--- config.mk ---
export PLATFORM = sky130hd
export DESIGN_NAME = req_conditioner
export DESIGN_NICKNAME = d
export VERILOG_FILES = /design/src/rtl/req_cond_pkg.sv /design/src/rtl/req_chan.sv /design/src/rtl/req_conditioner.sv
export SDC_FILE = /design/constraint.sdc
export NUM_CORES = 1
export LEC_CHECK = 0
export ABC_AREA = 1
export CELL_PAD_IN_SITES_DETAIL_PLACEMENT = 1
export CELL_PAD_IN_SITES_GLOBAL_PLACEMENT = 1
export CORE_MARGIN = 5
export CORE_UTILIZATION = 47
export CTS_CLUSTER_DIAMETER = 30
export DETAILED_ROUTE_END_ITERATION = 8
export PLACE_DENSITY_LB_ADDON = 0.1
export SLEW_MARGIN = 20
export SYNTH_ARGS = -nofsm -noshare
export SYNTH_HDL_FRONTEND = slang
export SYNTH_SLANG_ARGS = --single-unit
--- constraint.sdc ---
create_clock -name clk -period 3.4 [get_ports clk]
set_input_delay 0.68 -clock clk [delete_from_list [all_inputs] [get_ports clk]]
set_output_delay 0.68 -clock clk [all_outputs]
set_load 0.05 [all_outputs]
--- src/rtl/req_cond_pkg.sv ---
// Shared definitions for the request conditioner: requester count, parameter
// defaults and the per-channel state encoding.
package req_cond_pkg;

    localparam int unsigned NumReq         = 3;
    localparam int unsigned MaxHoldDefault = 8;
    localparam int unsigned CoolDefault    = 4;
    localparam int unsigned CntW           = 8;

    typedef enum logic [1:0] {
        StIdle = 2'd0,
        StWait = 2'd1,
        StHeld = 2'd2,
        StCool = 2'd3
    } chan_state_e;

    // A channel presents a request to the arbiter only while waiting or holding.
    function automatic logic chan_requesting(input chan_state_e st);
        return (st == StWait) || (st == StHeld);
    endfunction

endpackage

--- src/rtl/req_chan.sv ---
// One requester channel: 2-flop synchronizer on the raw request, a
// tenure-limiting FSM with an 8-bit counter, and registered outputs.
module req_chan
    import req_cond_pkg::*;
#(
    parameter int unsigned MAX_HOLD = MaxHoldDefault,
    parameter int unsigned COOL     = CoolDefault
) (
    input  logic clk_i,
    input  logic rst_ni,
    input  logic req_i,
    input  logic gnt_i,
    output logic req_o,
    output logic expired_o
);

    localparam logic [CntW-1:0] MaxHoldCnt = CntW'(MAX_HOLD);
    localparam logic [CntW-1:0] CoolLast   = CntW'(COOL - 1);

    logic [1:0]      sync_q;
    logic            req_s;
    chan_state_e     st_q;
    logic [CntW-1:0] cnt_q;
    logic            req_q;
    logic            expired_q;

    assign req_s     = sync_q[1];
    assign req_o     = req_q;
    assign expired_o = expired_q;

    // Two-stage synchronizer for the asynchronous raw request.
    always_ff @(posedge clk_i or negedge rst_ni) begin
        if (!rst_ni) begin
            sync_q <= 2'b00;
        end else begin
            sync_q <= {sync_q[0], req_i};
        end
    end

    // Channel FSM; req_q always equals the request decode of the state it moves to,
    // so the arbiter request output has no combinational path from any input.
    always_ff @(posedge clk_i or negedge rst_ni) begin
        if (!rst_ni) begin
            st_q      <= StIdle;
            cnt_q     <= '0;
            req_q     <= 1'b0;
            expired_q <= 1'b0;
        end else begin
            expired_q <= 1'b0;
            case (st_q)
                StIdle: begin
                    if (req_s) begin
                        st_q  <= StWait;
                        req_q <= 1'b1;
                    end
                end
                StWait: begin
                    if (!req_s) begin
                        st_q  <= StIdle;
                        cnt_q <= '0;
                        req_q <= 1'b0;
                    end else if (gnt_i) begin
                        // The grant seen while waiting starts the tenure but is not counted.
                        st_q  <= StHeld;
                        cnt_q <= CntW'(1);
                    end
                end
                StHeld: begin
                    if (!req_s) begin
                        // Release wins over a coincident expiry: no pulse.
                        st_q  <= StIdle;
                        cnt_q <= '0;
                        req_q <= 1'b0;
                    end else if (!gnt_i) begin
                        st_q <= StWait;
                    end else if (cnt_q == MaxHoldCnt) begin
                        st_q      <= StCool;
                        cnt_q     <= '0;
                        req_q     <= 1'b0;
                        expired_q <= 1'b1;
                    end else begin
                        cnt_q <= cnt_q + CntW'(1);
                    end
                end
                StCool: begin
                    // Grant and request are ignored until the mask has run out.
                    if (cnt_q == CoolLast) begin
                        st_q  <= StIdle;
                        cnt_q <= '0;
                    end else begin
                        cnt_q <= cnt_q + CntW'(1);
                    end
                end
                default: begin
                    st_q  <= StIdle;
                    cnt_q <= '0;
                    req_q <= 1'b0;
                end
            endcase
        end
    end

    // Consistency properties of the channel state.
    a_req_decode: assert property (@(posedge clk_i) disable iff (!rst_ni)
        req_q == chan_requesting(st_q));

    a_expired_single: assert property (@(posedge clk_i) disable iff (!rst_ni)
        expired_q |=> !expired_q);

    a_held_cnt_range: assert property (@(posedge clk_i) disable iff (!rst_ni)
        (st_q == StHeld) |-> (cnt_q >= CntW'(1) && cnt_q <= MaxHoldCnt));

    a_cool_cnt_range: assert property (@(posedge clk_i) disable iff (!rst_ni)
        (st_q == StCool) |-> (cnt_q <= CoolLast));

endmodule

--- src/rtl/req_conditioner.sv ---
// Request conditioner top: one req_chan per requester, wiring only.
module req_conditioner
    import req_cond_pkg::*;
#(
    parameter int unsigned MAX_HOLD = MaxHoldDefault,
    parameter int unsigned COOL     = CoolDefault
) (
    input  logic              clk,
    input  logic              resetn,
    input  logic [NumReq-1:0] req_in,
    input  logic [NumReq-1:0] g,
    output logic [NumReq-1:0] r,
    output logic [NumReq-1:0] expired
);

    for (genvar i = 0; i < NumReq; i++) begin : g_chan
        req_chan #(
            .MAX_HOLD (MAX_HOLD),
            .COOL     (COOL)
        ) u_chan (
            .clk_i     (clk),
            .rst_ni    (resetn),
            .req_i     (req_in[i]),
            .gnt_i     (g[i]),
            .req_o     (r[i]),
            .expired_o (expired[i])
        );
    end

endmodule

Fig. 1: met1 routing
The bar under the picture is 20 um long. Cells faint in the background.
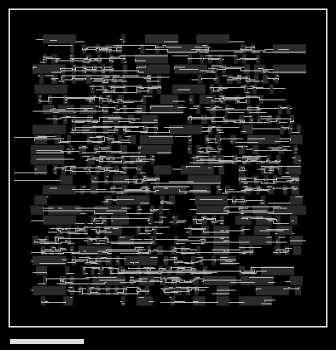
wire length on this layer	2,800 um
nets with wire on the layer	366
longest straight run	23.0 um
main direction	horizontal

Fig. 2: M2 wires
Cells faint in the background.
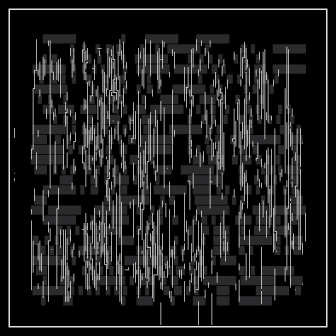
main direction	vertical
nets with wire on the layer	323
Routed WL: 5900 um
M2 GR Usage: 30.9%
via count: 2,271

==> impl_metrics.tcl <==
# metrics dict for downstream scripts
set metrics [dict create \
    vias_per_cell 5.04 \
    largest_reg_flops 24 \
    seq_area_sq_um 1050 \
    gr-total-overflow 0 \
    top_power_group "combinational logic" \
    max_stage_delay_ns 0.56 \
    dieArea_sq_um 7280 \
    syn_area_per_cell_sq_um 7.26 \
    coreArea_sq_um 5510 \
    dp.final_hpwl_um 4540 \
    cts.path.max_buffers 2 \
    start_kind "input pin" \
    sh_seq_area_pct 36.3 \
    final_util_pct 52.5 \
    clkPwrFrac_pct 15.7 \
    dpl_worst_slack_ns 1.01 \
    taps 72 \
    gp_congestion 0.858 \
    finalWorstSetupSlack_ns 1.24 \
    top_area_share_pct 39.4 \
    powerDensity_nw_per_um2 738 \
    synth_area_sq_um 2670 \
    syn_to_final_growth_pct 8.54 \
    largestClassByArea "logic gates" \
    critPathSlowestCell "nor2_1" \
    fillers 743 \
    crit_chain "clkdlybuf4s50_1, inv_1, nand2_2, nand2_1, nor2_1, nand3_1, nand2_1, inv_1" \
    synthTopCellsByCount "nand2_1 (105), inv_1 (47), nor2_1 (46), dfrtp_1 (42), nand3_1 (31)" \
    synth-adder-area-share_pct 8.92 \
    grt_pass1_vias 2408 \
    instances_no_fill 451 \
    drc_errors 0 \
    initial_core_util_pct 48.4 \
    routed.top_layer "met4" \
    ant_nets 0 \
    min_period_over_period_pct 63.6 \
    xor_share_pct 0.657 \
    mux_area_share_pct 0 \
    drt_iter0_markers 67 \
    required_ns 3.58 \
    topCellsByArea "dfrtp_1 (39%), nand2_1 (15%), ha_1 (8.9%)" \
    comb_power_share_pct 50.8 \
    hold_ws_ns 0.358 \
    n_antenna_cell 0 \
    lay_top_count "nand2_1" \
    final_area_sq_um 2890 \
    grt_max_degree 43 \
    final-nonclk-buf-share_pct 4.33 \
    antenna_found_initial 0 \
    cp-startpoint "g[0]" \
    path_delay_family "simple AND/OR/NAND/NOR gates" \
    regMostFlops "g_chan.u_chan.cnt_q" \
    slew-limit-headroom_pct 36.3 \
    crit_path_end_kind "register" \
    ys_seq_share_pct 39.4 \
    finalPower_mw 2.14 \
    hp-class "register to register" \
    ys_types 24 \
    tns_ns 0 \
    ctsResizeCount 0 \
    power_clock_mw 0.335 \
    drive_gt1_share_pct 7.39 \
    cts_made_buffers 5 \
    grt.met1_usage_pct 22.0 \
    final-clk-cell-share_pct 3.16 \
    track_usage_pct 17.6 \
    placementRows 27 \
    aoi_share_pct 7.18 \
    logic_area_sq_um 1340 \
    synth_chip_area_sq_um 2670 \
    synth_stat.cells 367 \
    internal_power_mw 1.12 \
    seq_power_share_pct 33.6 \
    rsz0062_at_grt "false" \
    wl_met2_um 2880 \
    p_switching_mw 1.02 \
    busiest_layer "met2" \
    synth-async-reset-ratio_pct 100 \
    fmax_mhz 462 \
    numPortBuffers 13 \
    path_clk_slew_ns 0.08 \
    outcome "complete, no violations" \
    worst_slew_pin_slew_ns 0.956 \
    cp_data_arrival_time_ns 2.35 \
    placed_cells 443 \
    drv_slew 0 \
    top_regs "g_chan.u_chan.cnt_q x24, g_chan.u_chan.st_q x6, g_chan.u_chan.sync_q x6" \
    flop_cell "dfrtp_1" \
    criticalPathCategory "input pin to register" \
    worstPathMaxFanout 11 \
    edf_count 0 \
    final-hold-violation-count 0 \
    grt_pass1_wl_um 10500 \
    synth_top_cell_by_count "nand2_1" \
    p_seq_mw 0.716 \
    cts_tree "built" \
    mostFrequentLayoutCells "nand2_1 (105), inv_1 (47), nor2_1 (46), dfrtp_1 (42), nand3_1 (31)" \
    netlist_logic_family_top "simple AND/OR/NAND/NOR gates" \
    routedWlPerCell_um 13.1 \
    yosysTopAreaCell "dfrtp_1" \
    min_from "g_chan[1].u_chan.sync_q[0]$_DFF_PN0_" \
    synthesis.nets 394 \
    nNetsFinal 405 \
    nClkBuffers 7 \
    yosysWarnings 0 \
    ys.flops 42 \
    min_period_ns 2.16 \
    comb_cells 265 \
    warnings 39 \
    skew_ns 0.00931 \
    inv_count 51 \
    nNonClkBuffers 13 \
    synthCells 367 \
    die_w_um 85.3 \
    worst_ir_drop_vdd_v 0.000470 \
    sh_comb_area_pct 46.5 \
]
Fig. 3: the metal 3 layer
The bar under the picture is 20 um long. Cells faint in the background.
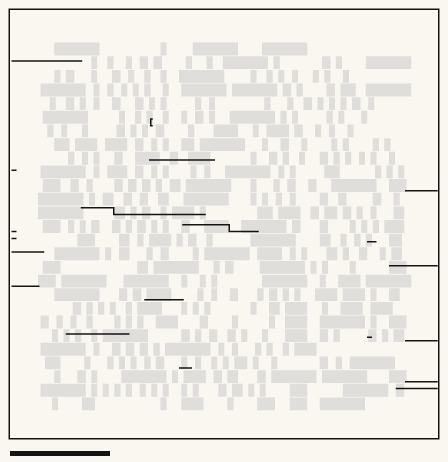
nets with wire on the layer	16
main direction	horizontal
longest straight run	18.2 um
share of all routed wire	2.5%
wire length on this layer	145 um
GR Util met3: 3.59%

worst paths after layout:
| check | to | slack [ns] | depth (start not counted) |
|---|---|---|---|
| min in group asynchronous | g_chan[1].u_chan.sync_q[1]$_DFF_PN0_ | 0.53 | 1 |
| min | g_chan[1].u_chan.sync_q[1]$_DFF_PN0_ | 0.36 | 0 |
| max in group asynchronous | g_chan[2].u_chan.cnt_q[5]$_DFFE_PN0P_ | 2.28 | 1 |
| max reg2reg | g_chan[0].u_chan.cnt_q[1]$_DFFE_PN0P_ | 1.29 | 10 |
| max | g_chan[0].u_chan.cnt_q[1]$_DFFE_PN0P_ | 1.24 | 8 |
| min reg2reg | g_chan[1].u_chan.sync_q[1]$_DFF_PN0_ | 0.36 | 0 |
